==> src/rtl/pll_reset_sequencer_pkg.sv <==
// rtl/pll_reset_sequencer_pkg.sv - shared state encoding and width helpers for the PLL reset sequencer
package pll_reset_sequencer_pkg;

  typedef enum logic [1:0] {
    ST_PLL_RST   = 2'd0,
    ST_WAIT_LOCK = 2'd1,
    ST_HOLD      = 2'd2,
    ST_RUN       = 2'd3
  } state_e;

  function automatic int unsigned cw(input int unsigned n);
    return $clog2(n + 1);
  endfunction

  function automatic int unsigned max3(input int unsigned a, input int unsigned b,
                                       input int unsigned c);
    int unsigned m;
    m = (a > b) ? a : b;
    return (m > c) ? m : c;
  endfunction

endpackage

==> src/rtl/sync_2ff.sv <==
// rtl/sync_2ff.sv - two-flop synchronizer for a single asynchronous level
module sync_2ff #(
  parameter logic RESET_VAL = 1'b0
) (
  input  logic clk_i,
  input  logic rst_ni,
  input  logic d_i,
  output logic q_o
);

  logic meta_q;
  logic sync_q;

  always_ff @(posedge clk_i) begin
    if (!rst_ni) begin
      meta_q <= RESET_VAL;
      sync_q <= RESET_VAL;
    end else begin
      meta_q <= d_i;
      sync_q <= meta_q;
    end
  end

  assign q_o = sync_q;

endmodule

==> src/rtl/pll_reset_sequencer.sv <==
// rtl/pll_reset_sequencer.sv - drives PLL RST, qualifies LOCK, releases the system reset
// Lock-wait timeout with retry counting is built only when PLL_SEQ_TIMEOUT_EN is defined.
module pll_reset_sequencer
  import pll_reset_sequencer_pkg::*;
#(
  parameter int unsigned RST_CYCLES   = 4,
  parameter int unsigned LOCK_STABLE  = 1024,
  parameter int unsigned HOLD_CYCLES  = 256,
  parameter int unsigned LOCK_TIMEOUT = 480000,
  parameter int unsigned RETRY_W      = 4
) (
  input  logic               clkin,
  input  logic               reset_n,
  input  logic               locked,
  input  logic               restart,
  output logic               pll_reset,
  output logic               sys_reset_n,
  output logic               ready,
  output logic               lock_lost,
  output logic [RETRY_W-1:0] retry_count,
  output logic [1:0]         state
);

  localparam int unsigned CNT_W = cw(max3(RST_CYCLES, LOCK_STABLE, HOLD_CYCLES));

  state_e             state_q, state_d;
  logic [CNT_W-1:0]   cnt_q, cnt_d;
  logic               locked_s;
  logic               lock_lost_d;
  logic               pll_reset_q, sys_reset_n_q, ready_q, lock_lost_q;

  sync_2ff #(.RESET_VAL(1'b0)) u_lock_sync (
    .clk_i  (clkin),
    .rst_ni (reset_n),
    .d_i    (locked),
    .q_o    (locked_s)
  );

`ifdef PLL_SEQ_TIMEOUT_EN
  localparam int unsigned TMO_W = cw(LOCK_TIMEOUT);
  logic [TMO_W-1:0]   tmo_q, tmo_d;
  logic [RETRY_W-1:0] retry_q, retry_d;
  logic               tmo_fire;
`endif

  always_comb begin
    state_d     = state_q;
    cnt_d       = cnt_q + CNT_W'(1);
    lock_lost_d = 1'b0;
`ifdef PLL_SEQ_TIMEOUT_EN
    tmo_fire    = 1'b0;
`endif
    case (state_q)
      ST_PLL_RST: begin
        if (cnt_q == CNT_W'(RST_CYCLES - 1)) state_d = ST_WAIT_LOCK;
      end
      ST_WAIT_LOCK: begin
        if (!locked_s) cnt_d = '0;
        else if (cnt_q == CNT_W'(LOCK_STABLE - 1)) state_d = ST_HOLD;
`ifdef PLL_SEQ_TIMEOUT_EN
        if (state_d == ST_WAIT_LOCK && tmo_q == TMO_W'(LOCK_TIMEOUT - 1)) begin
          state_d  = ST_PLL_RST;
          tmo_fire = 1'b1;
        end
`endif
      end
      ST_HOLD: begin
        if (!locked_s) state_d = ST_PLL_RST;
        else if (cnt_q == CNT_W'(HOLD_CYCLES - 1)) state_d = ST_RUN;
      end
      ST_RUN: begin
        cnt_d = cnt_q;
        if (!locked_s) begin
          state_d     = ST_PLL_RST;
          lock_lost_d = 1'b1;
        end
      end
      default: state_d = ST_PLL_RST;
    endcase
    // A restart overrides every other transition, including a coincident lock loss.
    if (restart) begin
      state_d     = ST_PLL_RST;
      lock_lost_d = 1'b0;
`ifdef PLL_SEQ_TIMEOUT_EN
      tmo_fire    = 1'b0;
`endif
    end
    if (restart || state_d != state_q) cnt_d = '0;
  end

  always_ff @(posedge clkin) begin
    if (!reset_n) begin
      state_q       <= ST_PLL_RST;
      cnt_q         <= '0;
      pll_reset_q   <= 1'b1;
      sys_reset_n_q <= 1'b0;
      ready_q       <= 1'b0;
      lock_lost_q   <= 1'b0;
    end else begin
      state_q       <= state_d;
      cnt_q         <= cnt_d;
      pll_reset_q   <= (state_d == ST_PLL_RST);
      sys_reset_n_q <= (state_d == ST_RUN);
      ready_q       <= (state_d == ST_RUN);
      lock_lost_q   <= lock_lost_d;
    end
  end

`ifdef PLL_SEQ_TIMEOUT_EN
  // The timeout spans the whole WAIT_LOCK visit, independent of stability-counter clears.
  always_comb begin
    tmo_d   = (state_q == ST_WAIT_LOCK && state_d == ST_WAIT_LOCK) ? tmo_q + TMO_W'(1) : '0;
    retry_d = (tmo_fire && retry_q != {RETRY_W{1'b1}}) ? retry_q + RETRY_W'(1) : retry_q;
  end

  always_ff @(posedge clkin) begin
    if (!reset_n) begin
      tmo_q   <= '0;
      retry_q <= '0;
    end else begin
      tmo_q   <= tmo_d;
      retry_q <= retry_d;
    end
  end

  assign retry_count = retry_q;
`else
  logic unused_lock_timeout;
  assign unused_lock_timeout = ^LOCK_TIMEOUT;
  assign retry_count         = '0;
`endif

  assign pll_reset   = pll_reset_q;
  assign sys_reset_n = sys_reset_n_q;
  assign ready       = ready_q;
  assign lock_lost   = lock_lost_q;
  assign state       = state_q;

endmodule
==> config.mk <==
export PLATFORM = sky130hd
export DESIGN_NAME = pll_reset_sequencer
export DESIGN_NICKNAME = d
export VERILOG_FILES = /design/src/rtl/pll_reset_sequencer_pkg.sv /design/src/rtl/sync_2ff.sv /design/src/rtl/pll_reset_sequencer.sv
export SDC_FILE = /design/constraint.sdc
export NUM_CORES = 1
export LEC_CHECK = 0
export CAP_MARGIN = 10
export CORE_MARGIN = 2
export CORE_UTILIZATION = 30
export DETAILED_ROUTE_END_ITERATION = 10
export REMOVE_ABC_BUFFERS = 1
export SYNTH_ARGS = -nofsm -noshare
export SYNTH_HDL_FRONTEND = slang
export SYNTH_SLANG_ARGS = --single-unit
==> constraint.sdc <==
create_clock -name clkin -period 2 [get_ports clkin]
set_input_delay 0.3 -clock clkin [delete_from_list [all_inputs] [get_ports clkin]]
set_output_delay 0.3 -clock clkin [all_outputs]
set_load 0.01 [all_outputs]
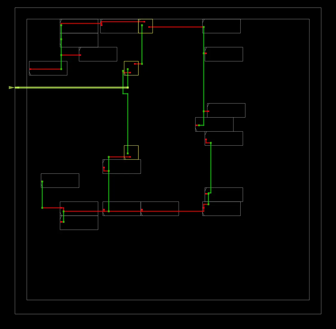
run_1/final_clocks.png
clk_buf instances: 3
CTS Buf Count: 3
Seq cells: 18

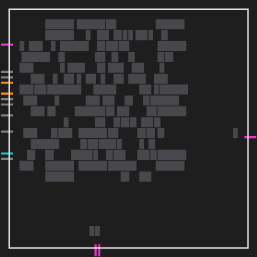
run_1/pins.png
Drawn at 4 px/um. Pins as bars across the die edge, other pins in grey.
Key: locked = cyan [pins 1, direction input, edge west]; state = orange [pins 2, direction output, edge west]; retry_count = magenta [pins 4, direction output, edge 2 south, 1 west, 1 east]
All pins by edge: 11 west, 2 south, 1 east.

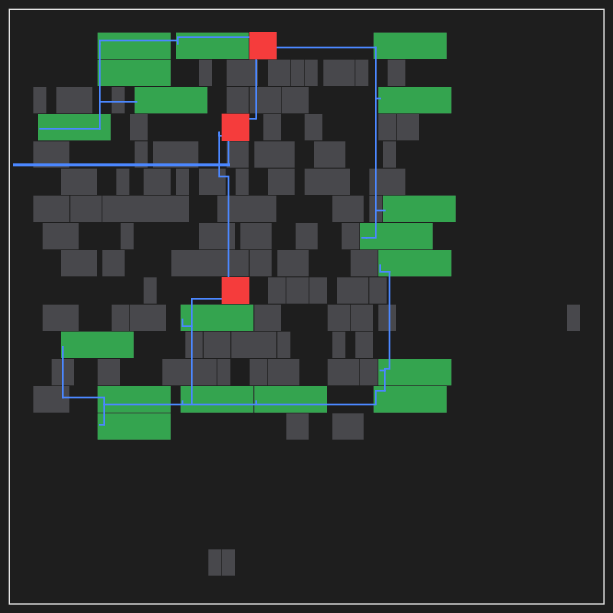
run_1/clock_map.png
Drawn at 10 px/um.
Key: cells driving clock nets = red [count 3]; flip-flops = green [count 18]; clock wires = blue [length 193 um]
There are 4 routed clock nets.

==> flow_summary.yaml, run 1 <==
# synthesis and place-and-route metrics
status:
  status: "finished clean"
detailed_routing:
  wl_met3_um: 70
  routed_wl_um: 1730
  dr.max_layer_used: "met3"
  viasPerCell: 5.01
  wl_per_cell_um: 12.3
  firstDrtPassIters: 4
  wl_met2_um: 840
timing:
  fin_ws_ns: 0.271
  worstMarginPinSlew_ns: 0.498
  min_period_ns: 1.73
  relSlewSlack_pct: 66.6
  fmaxAchievable_mhz: 578
  tns_ns: 0
place:
  gp_congestion: 0.792
  numPortBuffers: 9
  pre_cts_slack_ns: 0.263
  dp_hpwl_um: 1330
  placed_area_um2: 1030
floorplan:
  rows: 20
  die_h_um: 59.3
  chipArea_um2: 3520
  core_area_um2: 2980
  fp.dieW_um: 59.3
  io_pins: 14
  fp_util_pct: 30.8
global_route:
  grt_use_met1_pct: 14.8
  grt_pass1_wl_um: 2940
  grt_max_degree: 12
  grt_usage_pct: 11.0
  grt.overflow.total: 0
  globalRoute.busiestLayer: "met2"
  antenna_found_initial: 0
  use_met2_pct: 17.7
clock_tree:
  htree_levels: 1
  clockRootBuffer: "clkbuf_4"
  cts.sinks: 18
  post_cts_buffers: 0
  tritoncts: "done"
  clk_pin_slew_worst_paths_ns: 0.09
  ctsHoldBuffers: 0
  cts_buffer_depth: 2
yosys:
  ys.flop_type: "dfxtp_1"
  yosys.area.top_type_share_pct: 39.2
  ys_seq_elements: 18
  edf_count: 0
  top_cells_by_count: "dfxtp_1, nor3_1, nand2_1, nor2_1, buf_4"
  aoi_share_pct: 11.6
  ys_warn_count: 0
  ys_types: 39
  syn_area_um2: 918
  synth-xor-area-share_pct: 7.63
  mux_area_share_pct: 0
  synth-async-reset-ratio_pct: 0
  simple_gate_share_pct: 33.5
layout:
  antenna_cells: 0
  largest_reg_flops: 11
  fillers: 300
  clockNetworkAreaShare_pct: 2.15
  comb_share_pct: 48.8
  stdcell_count: 140
  area_delta_synth_final_pct: 14.2
  lay_top_count: "dfxtp_1"
  stdcell_area_um2: 1050
  regMostFlops: "cnt_q"
  drive_gt1_share_pct: 15.0
  fin_nets: 114
  comb_area_um2: 512
  buf_share_pct: 10.0
  fin_util_pct: 35.2
  mostFrequentLayoutCells: "dfxtp_1, nor3_1, clkdlybuf4s50_1"
  largestClassByArea: "multi-input combinational cells"
  n_all_inverters: 2
power:
  powerDensity_nw_per_um2: 538
  pg_seq_uw: 366
  p_leak_uw: 0.000347
  internal_power_uw: 445
  p_clk_uw: 169
  p_clk_share_pct: 30.0
  seqPwrFrac_pct: 64.9
critical_path:
  critical_path_class: "flop to flop"
  cp-endpoint: "cnt_q[1]"
  cp.depth: 5
  critical-path-top-delay-family: "simple AND/OR/NAND/NOR gates"
  r2r_start: "cnt_q[0]"
  reg2reg_slack_ns: 0.27
  critical_path_arrival_ns: 1.89
  r2r_end: "cnt_q[1]"
  required_ns: 2.16
  r2r_cells: 5
  cp_slowest_cell: "nor4_4"
  cp-startpoint: "cnt_q[0]"
worst_hold_path:
  holdPathStages: 1
  hold_path.class: "flop to flop"
  hold_start: "u_lock_sync.meta_q"
  min_to: "u_lock_sync.q_o"
flow_run:
  warnings: 25
run_1/met2.png
Drawn at 6 px/um.
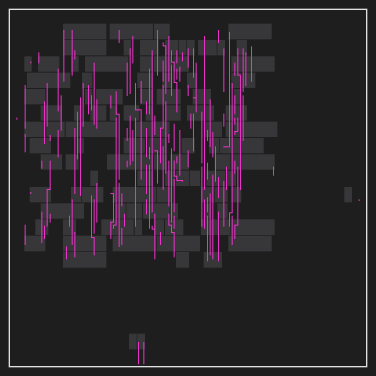

==> run 2, diff against run 1 <==
--- a/config.mk
+++ b/config.mk
@@ -9,6 +9,7 @@
 export CORE_MARGIN = 2
 export CORE_UTILIZATION = 30
 export DETAILED_ROUTE_END_ITERATION = 10
+export PLACE_DENSITY = 0.59
 export REMOVE_ABC_BUFFERS = 1
 export SYNTH_ARGS = -nofsm -noshare
 export SYNTH_HDL_FRONTEND = slang
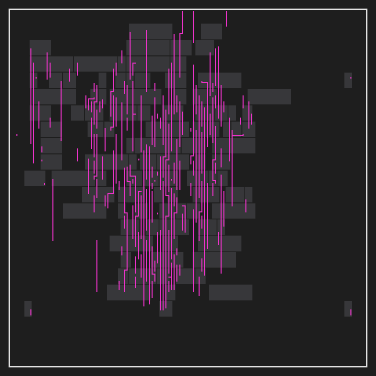
run_2/met2.png
Drawn at 6 px/um.
The wires run mostly vertical. The longest straight run is 27.9 um.

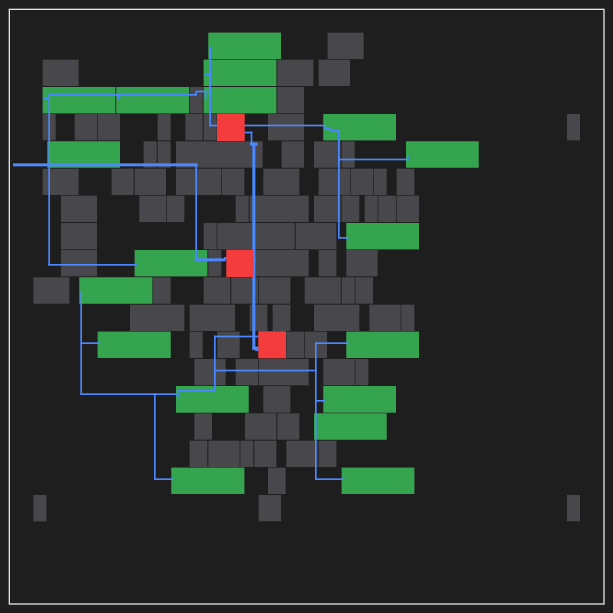
run_2/clock_map.png
Drawn at 10 px/um.
Key: clock wires = blue [length 220 um]; flip-flops = green [count 18]; cells driving clock nets = red [count 3]
There are 4 routed clock nets.

==> flow_summary.yaml, run 2 <==
# synthesis and place-and-route metrics
status:
  status: "finished clean"
timing:
  min_period_ns: 1.85
  worstMarginPinSlew_ns: 0.505
  fin_ws_ns: 0.150
  finalSetupViolations: 0
  relSlewSlack_pct: 66.1
  clock_skew_ns: 0.00217
  hold_ws_ns: 0.444
  fmaxAchievable_mhz: 541
  hold_viol: 0
  tns_ns: 0
worst_hold_path:
  min_to: "u_lock_sync.q_o"
  holdPathStages: 1
  hold_start: "u_lock_sync.meta_q"
  hold_path.class: "flop to flop"
critical_path:
  critical_path_class: "flop to flop"
  critPathMaxStageDelay_ns: 0.40
  r2r_end: "cnt_q[5]"
  crit_path_end_kind: "flop"
  critical-path-top-delay-family: "simple AND/OR/NAND/NOR gates"
  reg2reg_slack_ns: 0.15
  cp-startpoint: "cnt_q[0]"
  critical_path_arrival_ns: 2.02
  crit_buf_inv: 1
  cp_slowest_cell: "dfxtp_1"
  cp-endpoint: "cnt_q[5]"
  cp.depth: 6
  required_ns: 2.17
  r2r_start: "cnt_q[0]"
  r2r_cells: 6
layout:
  largestClassByArea: "multi-input combinational cells"
  stdcell_area_um2: 1070
  clockNetworkAreaShare_pct: 3.40
  design.seq.count: 18
  largest_reg_flops: 11
  regMostFlops: "cnt_q"
  comb_area_um2: 518
  clkbuf_count: 4
  mostFrequentLayoutCells: "dfxtp_1, nor3_1, clkdlybuf4s50_1"
  drive_gt1_share_pct: 16.7
  n_all_inverters: 2
  comb_share_pct: 48.5
  buf_share_pct: 9.84
  antenna_cells: 0
  fin_nets: 114
  fillers: 298
  fin_util_pct: 35.9
  stdcell_count: 141
  area_delta_synth_final_pct: 16.3
  lay_top_count: "dfxtp_1"
yosys:
  ys_warn_count: 0
  edf_count: 0
  syn_area_um2: 918
  top_cell: "dfxtp_1"
  simple_gate_share_pct: 33.5
  fa_ha_area_share_pct: 1.36
  ys_types: 39
  aoi_share_pct: 11.6
  ys_cells: 97
  top_cells_by_count: "dfxtp_1, nor3_1, nand2_1, nor2_1, buf_4"
  yosysTopAreaCell: "dfxtp_1"
  yosys.area.top_type_share_pct: 39.2
  synth-xor-area-share_pct: 7.63
  synth-async-reset-ratio_pct: 0
  mux_area_share_pct: 0
  ys_seq_elements: 18
  ys_seq_share_pct: 39.2
  ys.flop_type: "dfxtp_1"
  synth_area_per_cell_um2: 9.47
detailed_routing:
  num_vias: 764
  wl_met3_um: 81
  firstDrtPassIters: 4
  viasPerCell: 5.42
  routed_wl_um: 1920
  wl_per_cell_um: 13.6
  dr.max_layer_used: "met4"
  wirelength_met1_um: 868
  ant_nets: 0
  wl_met2_um: 944
clock_tree:
  post_cts_buffers: 0
  htree_levels: 1
  insertion_delay_ns: 0.29
  ctsHoldBuffers: 0
  tritoncts: "done"
  cts_buffers: 3
  clk_pin_slew_worst_paths_ns: 0.10
  clockRootBuffer: "clkbuf_4"
  cts_buffer_depth: 2
  cts.sinks: 18
place:
  dpl.cell_count: 136
  placed_area_um2: 1020
  gp_congestion: 0.798
  pre_cts_slack_ns: 0.188
  numPortBuffers: 9
  dp_hpwl_um: 1310
global_route:
  use_met3_pct: 1.97
  antenna_found_initial: 0
  use_met2_pct: 18.8
  grt_pass1_wl_um: 3140
  grt_use_met1_pct: 15.6
  grt_max_degree: 12
  grt.overflow.total: 0
  globalRoute.busiestLayer: "met2"
  grt_usage_pct: 11.9
power:
  pg_seq_uw: 366
  power_switching_uw: 135
  internal_power_uw: 486
  comb_power_share_pct: 4.7
  p_clk_share_pct: 36.3
  p_comb_uw: 29.4
  powerDensity_nw_per_um2: 581
  p_total_uw: 621
  p_clk_uw: 225
  p_leak_uw: 0.000356
  seqPwrFrac_pct: 59.0
floorplan:
  rows: 20
  fp_util_pct: 30.8
  chipArea_um2: 3520
  io_pins: 14
  die_h_um: 59.3
  fp.dieW_um: 59.3
  core_area_um2: 2980
flow_run:
  warnings: 25
No activity file was given, so power comes from the tool's default toggle rates.
